[config.mk]
export PLATFORM = sky130hd
export DESIGN_NAME = sram_arbiter_flat
export DESIGN_NICKNAME = d
export VERILOG_FILES = /design/src/rtl/sram_arbiter_pkg.sv /design/src/rtl/sram_arbiter_if.sv /design/src/rtl/sram_arbiter_rr_arbiter2.sv /design/src/rtl/sram_arbiter.sv /design/src/flat_wrapper.sv
export SDC_FILE = /design/constraint.sdc
export NUM_CORES = 1
export LEC_CHECK = 0
export CAP_MARGIN = 20
export CORE_ASPECT_RATIO = 0.75
export CORE_UTILIZATION = 41
export DETAILED_ROUTE_END_ITERATION = 10
export GPL_TIMING_DRIVEN = 0
export PLACE_DENSITY = 0.81
export SLEW_MARGIN = 10
export SYNTH_ARGS = -nofsm -noshare
export SYNTH_HDL_FRONTEND = slang
export SYNTH_SLANG_ARGS = --single-unit
[constraint.sdc]
create_clock -name clk -period 1.9 [get_ports clk]
set_input_delay 0.19 -clock clk [delete_from_list [all_inputs] [get_ports clk]]
set_output_delay 0.19 -clock clk [all_outputs]
set_load 0.05 [all_outputs]
[src/rtl/sram_arbiter_pkg.sv]
// Shared encodings and helpers for the two-master SRAM arbiter.
// Latency: none (types, constants and a pure function only).
// Backpressure: not applicable.
package sram_arbiter_pkg;

  typedef enum logic [1:0] {
    IDLE    = 2'd0,
    BUSY    = 2'd1,
    RELEASE = 2'd2
  } state_t;

  typedef enum logic {
    OP_RD = 1'b0,
    OP_WR = 1'b1
  } op_t;

  localparam logic M0 = 1'b0;
  localparam logic M1 = 1'b1;

  // Counters stick at all-ones instead of wrapping back to zero.
  function automatic logic [31:0] sat_inc(input logic [31:0] v);
    return (v == 32'hFFFF_FFFF) ? v : v + 32'd1;
  endfunction

endpackage

[src/rtl/sram_arbiter_if.sv]
// One requester port: level-held rd/wr enable with a one-cycle ready pulse back.
// Latency: none (wires only).
// Backpressure: the requester holds its enable until ready pulses.
interface sram_arbiter_if #(
  parameter int ADDR_W = 32,
  parameter int DATA_W = 32
);
  logic              rd_en;
  logic              wr_en;
  logic [ADDR_W-1:0] addr;
  logic [DATA_W-1:0] wdata;
  logic [DATA_W-1:0] rdata;
  logic              ready;

  modport master (output rd_en, wr_en, addr, wdata, input rdata, ready);
  modport slave  (input rd_en, wr_en, addr, wdata, output rdata, ready);
endinterface

[src/rtl/sram_arbiter_rr_arbiter2.sv]
// Two-way round-robin pick: a lone requester wins, a tie goes to the master that did not win last.
// Latency: purely combinational.
// Backpressure: none; the caller decides when the pick is used.
module rr_arbiter2
  import sram_arbiter_pkg::*;
(
  input  logic [1:0] req,
  input  logic       last_grant,
  output logic       grant_id,
  output logic       grant_vld
);

  // Lone requester wins; on a tie the other master from last time wins.
  always_comb begin
    grant_vld = |req;
    grant_id  = M0;
    if (req == 2'b11) begin
      grant_id = ~last_grant;
    end else if (req[1]) begin
      grant_id = M1;
    end
  end

endmodule

[src/rtl/sram_arbiter.sv]
// Shares one SRAM controller port between two masters (round-robin on ties); perf counters under SRAM_ARB_PERF_EN.
// Latency: SRAM enable from the cycle after the request is sampled; m*_ready the cycle after sram_ready (3 cycles min).
// Backpressure: requests stay level-held until m*_ready; inputs are ignored while an access is in flight.
module sram_arbiter
  import sram_arbiter_pkg::*;
#(
  parameter int ADDR_W = 32,
  parameter int DATA_W = 32
) (
  input  logic              clk,
  input  logic              rst,
  sram_arbiter_if.slave     m0,
  sram_arbiter_if.slave     m1,
  output logic              sram_readEn,
  output logic              sram_writeEn,
  output logic [ADDR_W-1:0] sram_address,
  output logic [DATA_W-1:0] sram_writeData,
  input  logic [DATA_W-1:0] sram_readData,
  input  logic              sram_ready,
  output logic              owner
`ifdef SRAM_ARB_PERF_EN
  ,
  output logic [31:0]       perf_grants0,
  output logic [31:0]       perf_grants1,
  output logic [31:0]       perf_conflicts
`endif
);

  state_t            state;
  logic              last_grant;
  logic [1:0]        req;
  logic              gnt_id;
  logic              gnt_vld;
  op_t               sel_op;
  logic [ADDR_W-1:0] sel_addr;
  logic [DATA_W-1:0] sel_wdata;

  assign req = {m1.rd_en | m1.wr_en, m0.rd_en | m0.wr_en};

  rr_arbiter2 u_rr (
    .req        (req),
    .last_grant (last_grant),
    .grant_id   (gnt_id),
    .grant_vld  (gnt_vld)
  );

  // Pick the winner's command; write takes priority when both enables are high.
  always_comb begin
    sel_addr  = m0.addr;
    sel_wdata = m0.wdata;
    sel_op    = m0.wr_en ? OP_WR : OP_RD;
    if (gnt_id == M1) begin
      sel_addr  = m1.addr;
      sel_wdata = m1.wdata;
      sel_op    = m1.wr_en ? OP_WR : OP_RD;
    end
  end

  // Arbitration FSM: latch the winning command, hold it for the access, pulse the owner's ready once.
  always_ff @(posedge clk or negedge rst) begin
    if (!rst) begin
      state          <= IDLE;
      last_grant     <= M1;
      owner          <= M0;
      sram_readEn    <= 1'b0;
      sram_writeEn   <= 1'b0;
      sram_address   <= '0;
      sram_writeData <= '0;
      m0.rdata       <= '0;
      m0.ready       <= 1'b0;
      m1.rdata       <= '0;
      m1.ready       <= 1'b0;
    end else begin
      case (state)
        IDLE: begin
          if (gnt_vld) begin
            sram_address   <= sel_addr;
            sram_writeData <= sel_wdata;
            sram_writeEn   <= (sel_op == OP_WR);
            sram_readEn    <= (sel_op == OP_RD);
            owner          <= gnt_id;
            last_grant     <= gnt_id;
            state          <= BUSY;
          end
        end
        BUSY: begin
          if (sram_ready) begin
            if (owner == M1) begin
              m1.rdata <= sram_readData;
              m1.ready <= 1'b1;
            end else begin
              m0.rdata <= sram_readData;
              m0.ready <= 1'b1;
            end
            sram_readEn  <= 1'b0;
            sram_writeEn <= 1'b0;
            state        <= RELEASE;
          end
        end
        RELEASE: begin
          m0.ready <= 1'b0;
          m1.ready <= 1'b0;
          state    <= IDLE;
        end
        default: begin
          state <= IDLE;
        end
      endcase
    end
  end

`ifdef SRAM_ARB_PERF_EN
  // Saturating counts of grants per master and of contested idle cycles.
  always_ff @(posedge clk or negedge rst) begin
    if (!rst) begin
      perf_grants0   <= '0;
      perf_grants1   <= '0;
      perf_conflicts <= '0;
    end else if (state == IDLE) begin
      if (gnt_vld && gnt_id == M0) perf_grants0 <= sat_inc(perf_grants0);
      if (gnt_vld && gnt_id == M1) perf_grants1 <= sat_inc(perf_grants1);
      if (req == 2'b11)            perf_conflicts <= sat_inc(perf_conflicts);
    end
  end
`endif

endmodule

[src/flat_wrapper.sv]
// flat-port wrapper written by rule: the top's interface ports become plain ports
module sram_arbiter_flat import sram_arbiter_pkg::*;
#(
  parameter int ADDR_W = 32,
  parameter int DATA_W = 32
)
  (clk, rst, sram_readEn, sram_writeEn, sram_address, sram_writeData, sram_readData, sram_ready, owner, m0_rd_en, m0_wr_en, m0_addr, m0_wdata, m0_rdata, m0_ready, m1_rd_en, m1_wr_en, m1_addr, m1_wdata, m1_rdata, m1_ready);
  sram_arbiter_if #(.ADDR_W(ADDR_W), .DATA_W(DATA_W)) m0_i ();
  sram_arbiter_if #(.ADDR_W(ADDR_W), .DATA_W(DATA_W)) m1_i ();
  input  logic clk;
  input  logic rst;
  output logic sram_readEn;
  output logic sram_writeEn;
  output logic [ADDR_W-1:0] sram_address;
  output logic [DATA_W-1:0] sram_writeData;
  input  logic [DATA_W-1:0] sram_readData;
  input  logic sram_ready;
  output logic owner;
  input wire logic [$bits(m0_i.rd_en)-1:0] m0_rd_en;
  input wire logic [$bits(m0_i.wr_en)-1:0] m0_wr_en;
  input wire logic [$bits(m0_i.addr)-1:0] m0_addr;
  input wire logic [$bits(m0_i.wdata)-1:0] m0_wdata;
  output wire logic [$bits(m0_i.rdata)-1:0] m0_rdata;
  output wire logic [$bits(m0_i.ready)-1:0] m0_ready;
  input wire logic [$bits(m1_i.rd_en)-1:0] m1_rd_en;
  input wire logic [$bits(m1_i.wr_en)-1:0] m1_wr_en;
  input wire logic [$bits(m1_i.addr)-1:0] m1_addr;
  input wire logic [$bits(m1_i.wdata)-1:0] m1_wdata;
  output wire logic [$bits(m1_i.rdata)-1:0] m1_rdata;
  output wire logic [$bits(m1_i.ready)-1:0] m1_ready;
  assign m0_i.rd_en = m0_rd_en;
  assign m0_i.wr_en = m0_wr_en;
  assign m0_i.addr = m0_addr;
  assign m0_i.wdata = m0_wdata;
  assign m0_rdata = m0_i.rdata;
  assign m0_ready = m0_i.ready;
  assign m1_i.rd_en = m1_rd_en;
  assign m1_i.wr_en = m1_wr_en;
  assign m1_i.addr = m1_addr;
  assign m1_i.wdata = m1_wdata;
  assign m1_rdata = m1_i.rdata;
  assign m1_ready = m1_i.ready;
  sram_arbiter #(.ADDR_W(ADDR_W), .DATA_W(DATA_W)) u_core (.clk(clk), .rst(rst), .m0(m0_i), .m1(m1_i), .sram_readEn(sram_readEn), .sram_writeEn(sram_writeEn), .sram_address(sram_address), .sram_writeData(sram_writeData), .sram_readData(sram_readData), .sram_ready(sram_ready), .owner(owner));
endmodule
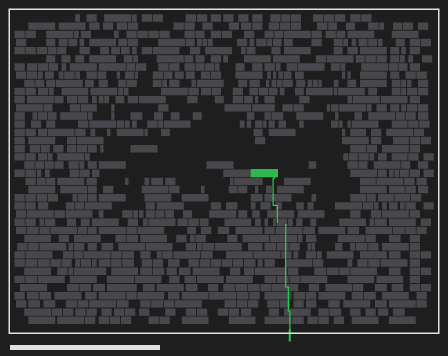
Fig. 1. Nets reached from selected ports.
Scale bar: 50 um.
- green: sram_writeEn (direction output; edge south; end cells 1; buffers 1; wire 55.8 um)
I/O pins: 300
IO Port Bufs: 299

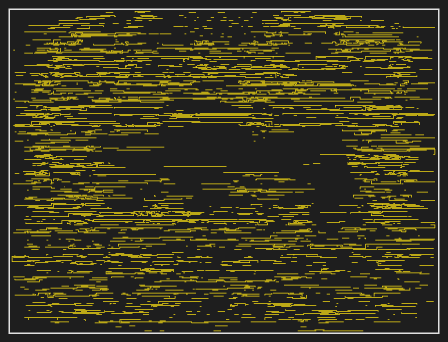
Fig. 2. Metal 1.
- wire length on this layer: 8370 um
- nets with wire on the layer: 857
- longest straight run: 29.9 um
- share of all routed wire: 40%
vias: 5658
met1 Usage GRT: 32.6%
routed wire length: 20.7 mm

==> deck_impl_summary.md <==
Key Metrics from the Run

Yosys
  – Yosys reg bits: 136
  – Ys cells: 473
  – YS warnings: 0
  – Top logic family: AND-OR/OR-AND gates
  – Synth top cells by count: 135 x dfrtp_1, 66 x o21ai_0, 64 x a311oi_1
  – YS chip area: just over 6000 um2
  – Post-synth cell types: 28
  – Mux frac, synth: about 12%
  – XOR/XNOR Fraction of Synth Area: 0%
  – Cell area leaders: dfrtp_1 56%, a311oi_1 9.2%, mux2_2 8.5%
  – Seq/Total Area, Yosys: approximately 56%
  – Count leader, synth: dfrtp_1
  – Adder-cell share of the synthesized area: 0%
  – Synthesized Nets: approximately 640

Place
  – Inst Count DP: 973
  – Final weighted congestion in routability-driven placement: 0.868
  – Pre-CTS setup slack: -0.308 ns

Job
  – Max-Cap Viols: 0

Floorplan
  – Die x size: between 100 and 150 um
  – Die area: ~15000 um2
  – Core Area: 14500 um2
  – Fp util: 42.0%
  – Row count: 38
  – Well Taps: 200

Final timing
  – Unrepaired setup endpoints after global routing: no
  – Fin worst setup slack: 0.0812 ns
  – Slew Viols, Final: 0
  – Fin crit period: 1.82 ns
  – TNS Setup: 0 ns
  – Peak Freq: 0.550 GHz
  – Crit share post-route: 95.7%

Global route
  – Largest net degree at the start of global routing: around 77
  – Total GRT Usage: 27.3%
  – Global Route met2 Usage: 47.1%
  – Grt total ovfl: 0
  – Initial antenna violation count: 0
  – First-pass GRT wire length: 31.8 mm

Clocking
  – Post_cts resized: 1
  – Reg clk slew, reported paths: about 0.060 ns
  – CTS Hold Bufs: 1
  – CTS tree: built

Detailed routing
  – Met2 routed WL: ~10 mm
  – Routed met3 length: 1.45 mm
  – WL met1: 8.37 mm
  – DR vias/cell: 5.62
  – DR top layer: met4

Finish
  – # fillers: 1066
  – Share of cells above drive strength 1: roughly 16%
  – Finished Core Util: 68.9%
  – ANT cells: 0
  – Top cell excl fill/tap: clkdlybuf4s50_1
  – Logic share of the area: 24.3%
  – Max-area cell class: sequential cells
  – Most frequent cells in the layout: 297 x clkdlybuf4s50_1, 135 x dfrtp_1, 66 x o21ai_0
  – Multi-input logic area: 2420 um2
  – Sequential cell area share: 34.2%
  – Clkbuf count: 18
  – Multi-input gate count: between 200 and 300
  – Net count, final: 960
  – Non-clk bufs: approximately 350
  – Logic inverters: 1

Status
  – Status: complete, no violations

Power
  – Combinational power: 12.8 mW
  – Sequential power share: between 20% and 30%
  – Sw Share: between 40 and 50%
  – Cell leakage power: approximately 3.9 nW
  – Comb power frac: 59.9%
  – Int Pwr: around 11 mW
  – Pwr top: combinational logic

Worst hold path
  – Worst min path class: in2async

Worst setup path
  – Critical path origin: u_core.sram_address[15]
  – CP Depth: 1
  – Path depth of the worst reg2reg path: 4
  – Crit Reg-Reg Startpoint: u_core.last_grant
  – CP max stage cell: clkdlybuf4s50_1
  – Required @ worst endpoint: 1.71 ns
  – Crit path capture: sram_address[15]
  – Crit-path max FO: 2
  – Startpoint Class: flip-flop
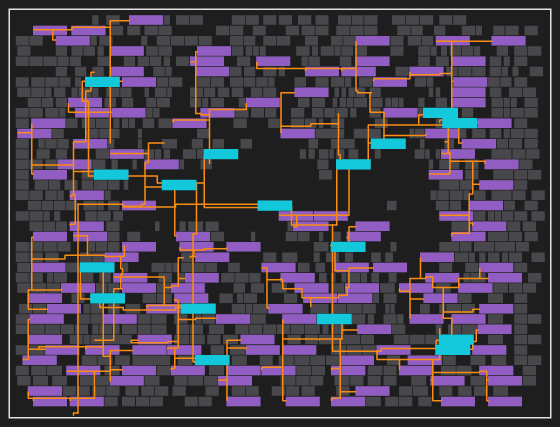
Fig. 3. Clock network drawn from the DEF.
- purple: flip-flops (count 136)
- orange: clock wires (length 1750 um)
- cyan: cells driving clock nets (count 17)
- routed clock nets: 18
- flops lie: all over the die
Clk power: 3.28 mW
Late-Pin Clk Latency: 0.42 ns
Clock Power Share: 15.3%

Power is estimated from default activity; no workload was simulated.
